===== config.mk =====
export PLATFORM = sky130hd
export DESIGN_NAME = count_bcd_display_flat
export DESIGN_NICKNAME = d
export VERILOG_FILES = /design/src/rtl/count_bcd_display_if.sv /design/src/rtl/count_bcd_display.sv /design/src/flat_wrapper.sv
export SDC_FILE = /design/constraint.sdc
export NUM_CORES = 1
export LEC_CHECK = 0
export CAP_MARGIN = 20
export CORE_MARGIN = 8
export CORE_UTILIZATION = 61
export CTS_CLUSTER_SIZE = 8
export DETAILED_ROUTE_END_ITERATION = 12
export HOLD_SLACK_MARGIN = 0.03
export PLACE_DENSITY = 0.84
export SLEW_MARGIN = 10
export SYNTH_ARGS = -nofsm -noshare
export SYNTH_HDL_FRONTEND = slang
export SYNTH_SLANG_ARGS = --single-unit

===== constraint.sdc =====
create_clock -name clk -period 3.8 [get_ports clk]
set_clock_uncertainty 0.1 [all_clocks]
set_input_delay 0.57 -clock clk [delete_from_list [all_inputs] [get_ports clk]]
set_output_delay 0.57 -clock clk [all_outputs]
set_load 0.01 [all_outputs]

===== src/rtl/count_bcd_display_if.sv =====
// Signal bundle between the counter side and the BCD display stage.
// The slave modport is the display stage; the master modport is whatever drives count.
interface count_bcd_display_if;
    logic [7:0]  count;
    logic [11:0] bcd;
    logic        valid;
    logic        busy;
    logic [6:0]  seg;
    logic [2:0]  an;

    modport master (
        output count,
        input  bcd,
        input  valid,
        input  busy,
        input  seg,
        input  an
    );

    modport slave (
        input  count,
        output bcd,
        output valid,
        output busy,
        output seg,
        output an
    );
endinterface


===== src/rtl/count_bcd_display.sv =====
// Samples an 8-bit count, converts it to 3-digit BCD with a sequential double-dabble engine,
// and scans it onto a 3-digit 7-segment display with leading-zero blanking.
module count_bcd_display #(
    parameter int SCAN_DIV = 4
) (
    input  logic                clk,
    input  logic                rst,
    count_bcd_display_if.slave  io
);

    localparam int DIV_W = (SCAN_DIV > 1) ? $clog2(SCAN_DIV) : 1;

    typedef enum logic [1:0] {
        IDLE  = 2'd0,
        SHIFT = 2'd1,
        DONE  = 2'd2
    } state_t;

    state_t             state_q, state_d;
    logic [7:0]         last_cnt_q, last_cnt_d;
    logic [7:0]         sample_q, sample_d;
    logic [7:0]         bin_q, bin_d;
    logic [11:0]        work_q, work_d;
    logic [3:0]         iter_q, iter_d;
    logic [11:0]        bcd_q, bcd_d;
    logic               valid_q, valid_d;
    logic               busy_q, busy_d;
    logic [DIV_W-1:0]   div_q, div_d;
    logic [1:0]         idx_q, idx_d;
    logic [6:0]         seg_q, seg_d;
    logic [2:0]         an_q, an_d;
    logic [11:0]        adj_s;

    // Add-3 correction applied to every BCD nibble that would overflow on the next doubling.
    function automatic logic [11:0] add3(input logic [11:0] w);
        logic [11:0] r;
        r = w;
        for (int i = 0; i < 3; i++) begin
            if (w[4*i +: 4] >= 4'd5) begin
                r[4*i +: 4] = w[4*i +: 4] + 4'd3;
            end else begin
                r[4*i +: 4] = w[4*i +: 4];
            end
        end
        return r;
    endfunction

    // Active-high {g,f,e,d,c,b,a} glyphs; non-decimal codes render dark.
    function automatic logic [6:0] seg7(input logic [3:0] d);
        logic [6:0] g;
        case (d)
            4'd0:    g = 7'b0111111;
            4'd1:    g = 7'b0000110;
            4'd2:    g = 7'b1011011;
            4'd3:    g = 7'b1001111;
            4'd4:    g = 7'b1100110;
            4'd5:    g = 7'b1101101;
            4'd6:    g = 7'b1111101;
            4'd7:    g = 7'b0000111;
            4'd8:    g = 7'b1111111;
            4'd9:    g = 7'b1101111;
            default: g = 7'b0000000;
        endcase
        return g;
    endfunction

    // Conversion FSM: sample on change, eight adjust-and-shift steps, then publish.
    always_comb begin
        state_d    = state_q;
        last_cnt_d = last_cnt_q;
        sample_d   = sample_q;
        bin_d      = bin_q;
        work_d     = work_q;
        iter_d     = iter_q;
        bcd_d      = bcd_q;
        valid_d    = 1'b0;
        busy_d     = busy_q;
        adj_s      = add3(work_q);
        case (state_q)
            IDLE: begin
                if (io.count != last_cnt_q) begin
                    sample_d = io.count;
                    bin_d    = io.count;
                    work_d   = 12'd0;
                    iter_d   = 4'd0;
                    busy_d   = 1'b1;
                    state_d  = SHIFT;
                end else begin
                    busy_d   = 1'b0;
                end
            end
            SHIFT: begin
                work_d = (adj_s << 1) | {11'd0, bin_q[7]};
                bin_d  = {bin_q[6:0], 1'b0};
                iter_d = iter_q + 4'd1;
                if (iter_q == 4'd7) begin
                    state_d = DONE;
                end else begin
                    state_d = SHIFT;
                end
            end
            DONE: begin
                bcd_d      = work_q;
                last_cnt_d = sample_q;
                valid_d    = 1'b1;
                busy_d     = 1'b0;
                state_d    = IDLE;
            end
            default: begin
                busy_d  = 1'b0;
                state_d = IDLE;
            end
        endcase
    end

    // Digit scan; the hundreds digit blanks on zero, tens only when hundreds is also zero.
    always_comb begin
        if (div_q == DIV_W'(SCAN_DIV - 1)) begin
            div_d = '0;
            idx_d = (idx_q == 2'd2) ? 2'd0 : idx_q + 2'd1;
        end else begin
            div_d = div_q + DIV_W'(1);
            idx_d = idx_q;
        end
        case (idx_q)
            2'd0: begin
                an_d  = 3'b110;
                seg_d = seg7(bcd_q[3:0]);
            end
            2'd1: begin
                an_d  = 3'b101;
                seg_d = ((bcd_q[11:8] == 4'd0) && (bcd_q[7:4] == 4'd0)) ? 7'b0000000 : seg7(bcd_q[7:4]);
            end
            2'd2: begin
                an_d  = 3'b011;
                seg_d = (bcd_q[11:8] == 4'd0) ? 7'b0000000 : seg7(bcd_q[11:8]);
            end
            default: begin
                an_d  = 3'b111;
                seg_d = 7'b0000000;
            end
        endcase
    end

    // State and output registers; reset aborts any conversion in flight.
    always_ff @(posedge clk or negedge rst) begin
        if (!rst) begin
            state_q    <= IDLE;
            last_cnt_q <= 8'd0;
            sample_q   <= 8'd0;
            bin_q      <= 8'd0;
            work_q     <= 12'd0;
            iter_q     <= 4'd0;
            bcd_q      <= 12'd0;
            valid_q    <= 1'b0;
            busy_q     <= 1'b0;
            div_q      <= '0;
            idx_q      <= 2'd0;
            seg_q      <= 7'b0111111;
            an_q       <= 3'b110;
        end else begin
            state_q    <= state_d;
            last_cnt_q <= last_cnt_d;
            sample_q   <= sample_d;
            bin_q      <= bin_d;
            work_q     <= work_d;
            iter_q     <= iter_d;
            bcd_q      <= bcd_d;
            valid_q    <= valid_d;
            busy_q     <= busy_d;
            div_q      <= div_d;
            idx_q      <= idx_d;
            seg_q      <= seg_d;
            an_q       <= an_d;
        end
    end

    assign io.bcd   = bcd_q;
    assign io.valid = valid_q;
    assign io.busy  = busy_q;
    assign io.seg   = seg_q;
    assign io.an    = an_q;

endmodule


===== src/flat_wrapper.sv =====
// flat-port wrapper written by rule: the top's interface ports become plain ports
module count_bcd_display_flat 
#(
    parameter int SCAN_DIV = 4
)
  (clk, rst, io_count, io_bcd, io_valid, io_busy, io_seg, io_an);
  count_bcd_display_if io_i ();
  input  logic clk;
  input  logic rst;
  input wire logic [$bits(io_i.count)-1:0] io_count;
  output wire logic [$bits(io_i.bcd)-1:0] io_bcd;
  output wire logic [$bits(io_i.valid)-1:0] io_valid;
  output wire logic [$bits(io_i.busy)-1:0] io_busy;
  output wire logic [$bits(io_i.seg)-1:0] io_seg;
  output wire logic [$bits(io_i.an)-1:0] io_an;
  assign io_i.count = io_count;
  assign io_bcd = io_i.bcd;
  assign io_valid = io_i.valid;
  assign io_busy = io_i.busy;
  assign io_seg = io_i.seg;
  assign io_an = io_i.an;
  count_bcd_display #(.SCAN_DIV(SCAN_DIV)) u_core (.clk(clk), .rst(rst), .io(io_i));
endmodule

**Selected gate families**

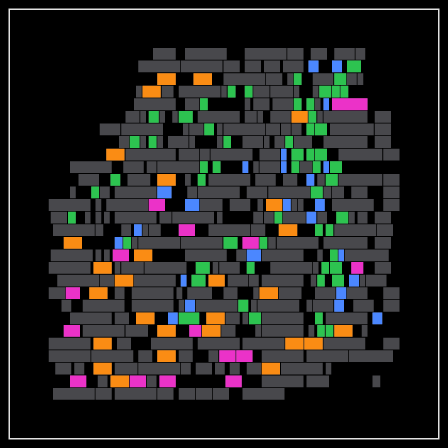
legend:
  blue:
    family: NOR gates
    cells: 24
  orange:
    family: multiplexers
    cells: 27
  green:
    family: inverting AOI/OAI gates
    cells: 56
  magenta:
    family: AND-OR and OR-AND gates
    cells: 15

**Floorplan with the power grid**

Pins as bars on the die edge.
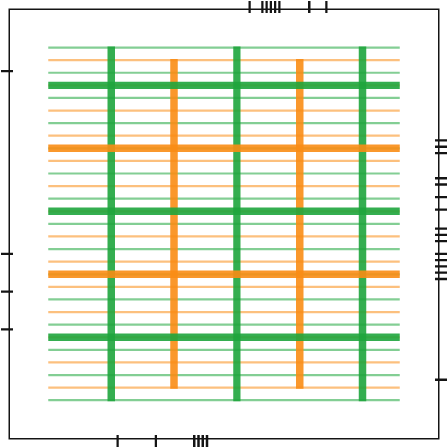
legend:
  orange:
    net: VDD
  green:
    net: VSS
signal pins: 34
met1 rails: 29
met5 straps: 5

**Zoomed window**

Window x 0 to 50, y 42 to 92 um. Cells in grey, sequential cells in the stronger grey; small squares are vias.
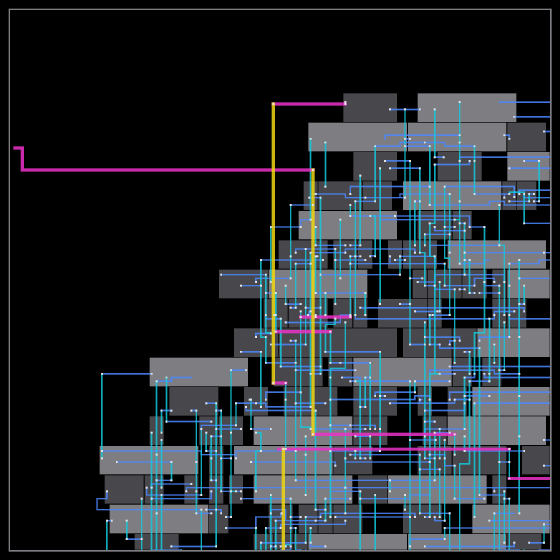
legend:
  magenta:
    layer: met3
  blue:
    layer: met1
  cyan:
    layer: met2
  yellow:
    layer: met4
sequential cells in the window: 21
netlist names of flops here include: u_core.work_q (8), u_core.io.bcd (5), u_core.iter_q (4)
cells with their middle in the window: 94
most frequent: dfrtp_1 (21), nand2_1 (16), o21ai_0 (8)

==> changes_impl.md <==
### Changed

* Result of the run: complete, no violations
* First-pass GRT wire length at 11880 um
* CP Class: in2reg
* Placed wire-length estimate after detailed placement at 5021 um
* Hold Crit Class: in2async
* Buffer depth of the longest clock path at 2
* Ports placed on the boundary at 34
* Nets at 392
* Vias in the first global route at 2511
* Clk pin slew, worst setup/hold paths at 0.07 ns
* Die H at 92.43 um
* Initial drt markers at 126
* Detail-routed net length per standard cell at 15.96 um
* Gr busiest metal: met2
* Total GRT Usage at 17.44%
* Fraction of layout cells with a size suffix above 1 at 15.93%
* Flip-flops with a built-in enable at 0
* Non-clock buffer area fraction after layout at 8.743%
* Placed insts at 422
* Smallest hold slack at 0.1049 ns
* Required time of the critical path at 3.93 ns
* Net Count, Synth at 358
* Synth async-reset ratio at 100.0%
* Total congestion overflow after global routing at 0
* Commonest cells after routing, fill and taps aside: 62 x sky130_fd_sc_hd__dfrtp_1, 32 x sky130_fd_sc_hd__nand2_1, 32 x sky130_fd_sc_hd__clkdlybuf4s50_1
* Total power consumption of the routed design at 3.270 mW
[cell families after synthesis]
logic type,count (synthesis),share of synthesized area (%)
compound gates,71,13.97
xor+xnor,14,3.441
fa+ha+maj,23,8.076
buf+inv,33,3.968
flops,70,49.44
mux,27,8.427
simple gates,87,12.68
[registers in the layout, indices dropped and copies added, names as in the netlist]
name,cells
u_core.io.an,3
u_core.bin_q,8
u_core.io.bcd,12
u_core.io.busy,1
u_core.iter_q,4
u_core.sample_q,8
u_core.io.seg,7
u_core.idx_q,2
u_core.last_cnt_q,8
u_core.work_q,12
u_core.state_q,2
u_core.div_q,2
u_core.io.valid,1
[where the power goes]
| part | internal (mW) | switching [mW] |
|---|---|---|
| logic | 0.691 | 0.664 |
| clock network | 0.321 | 0.279 |
| registers | 1.05 | 0.262 |
Power figures rest on the tool's default switching activity, not on a simulated workload.
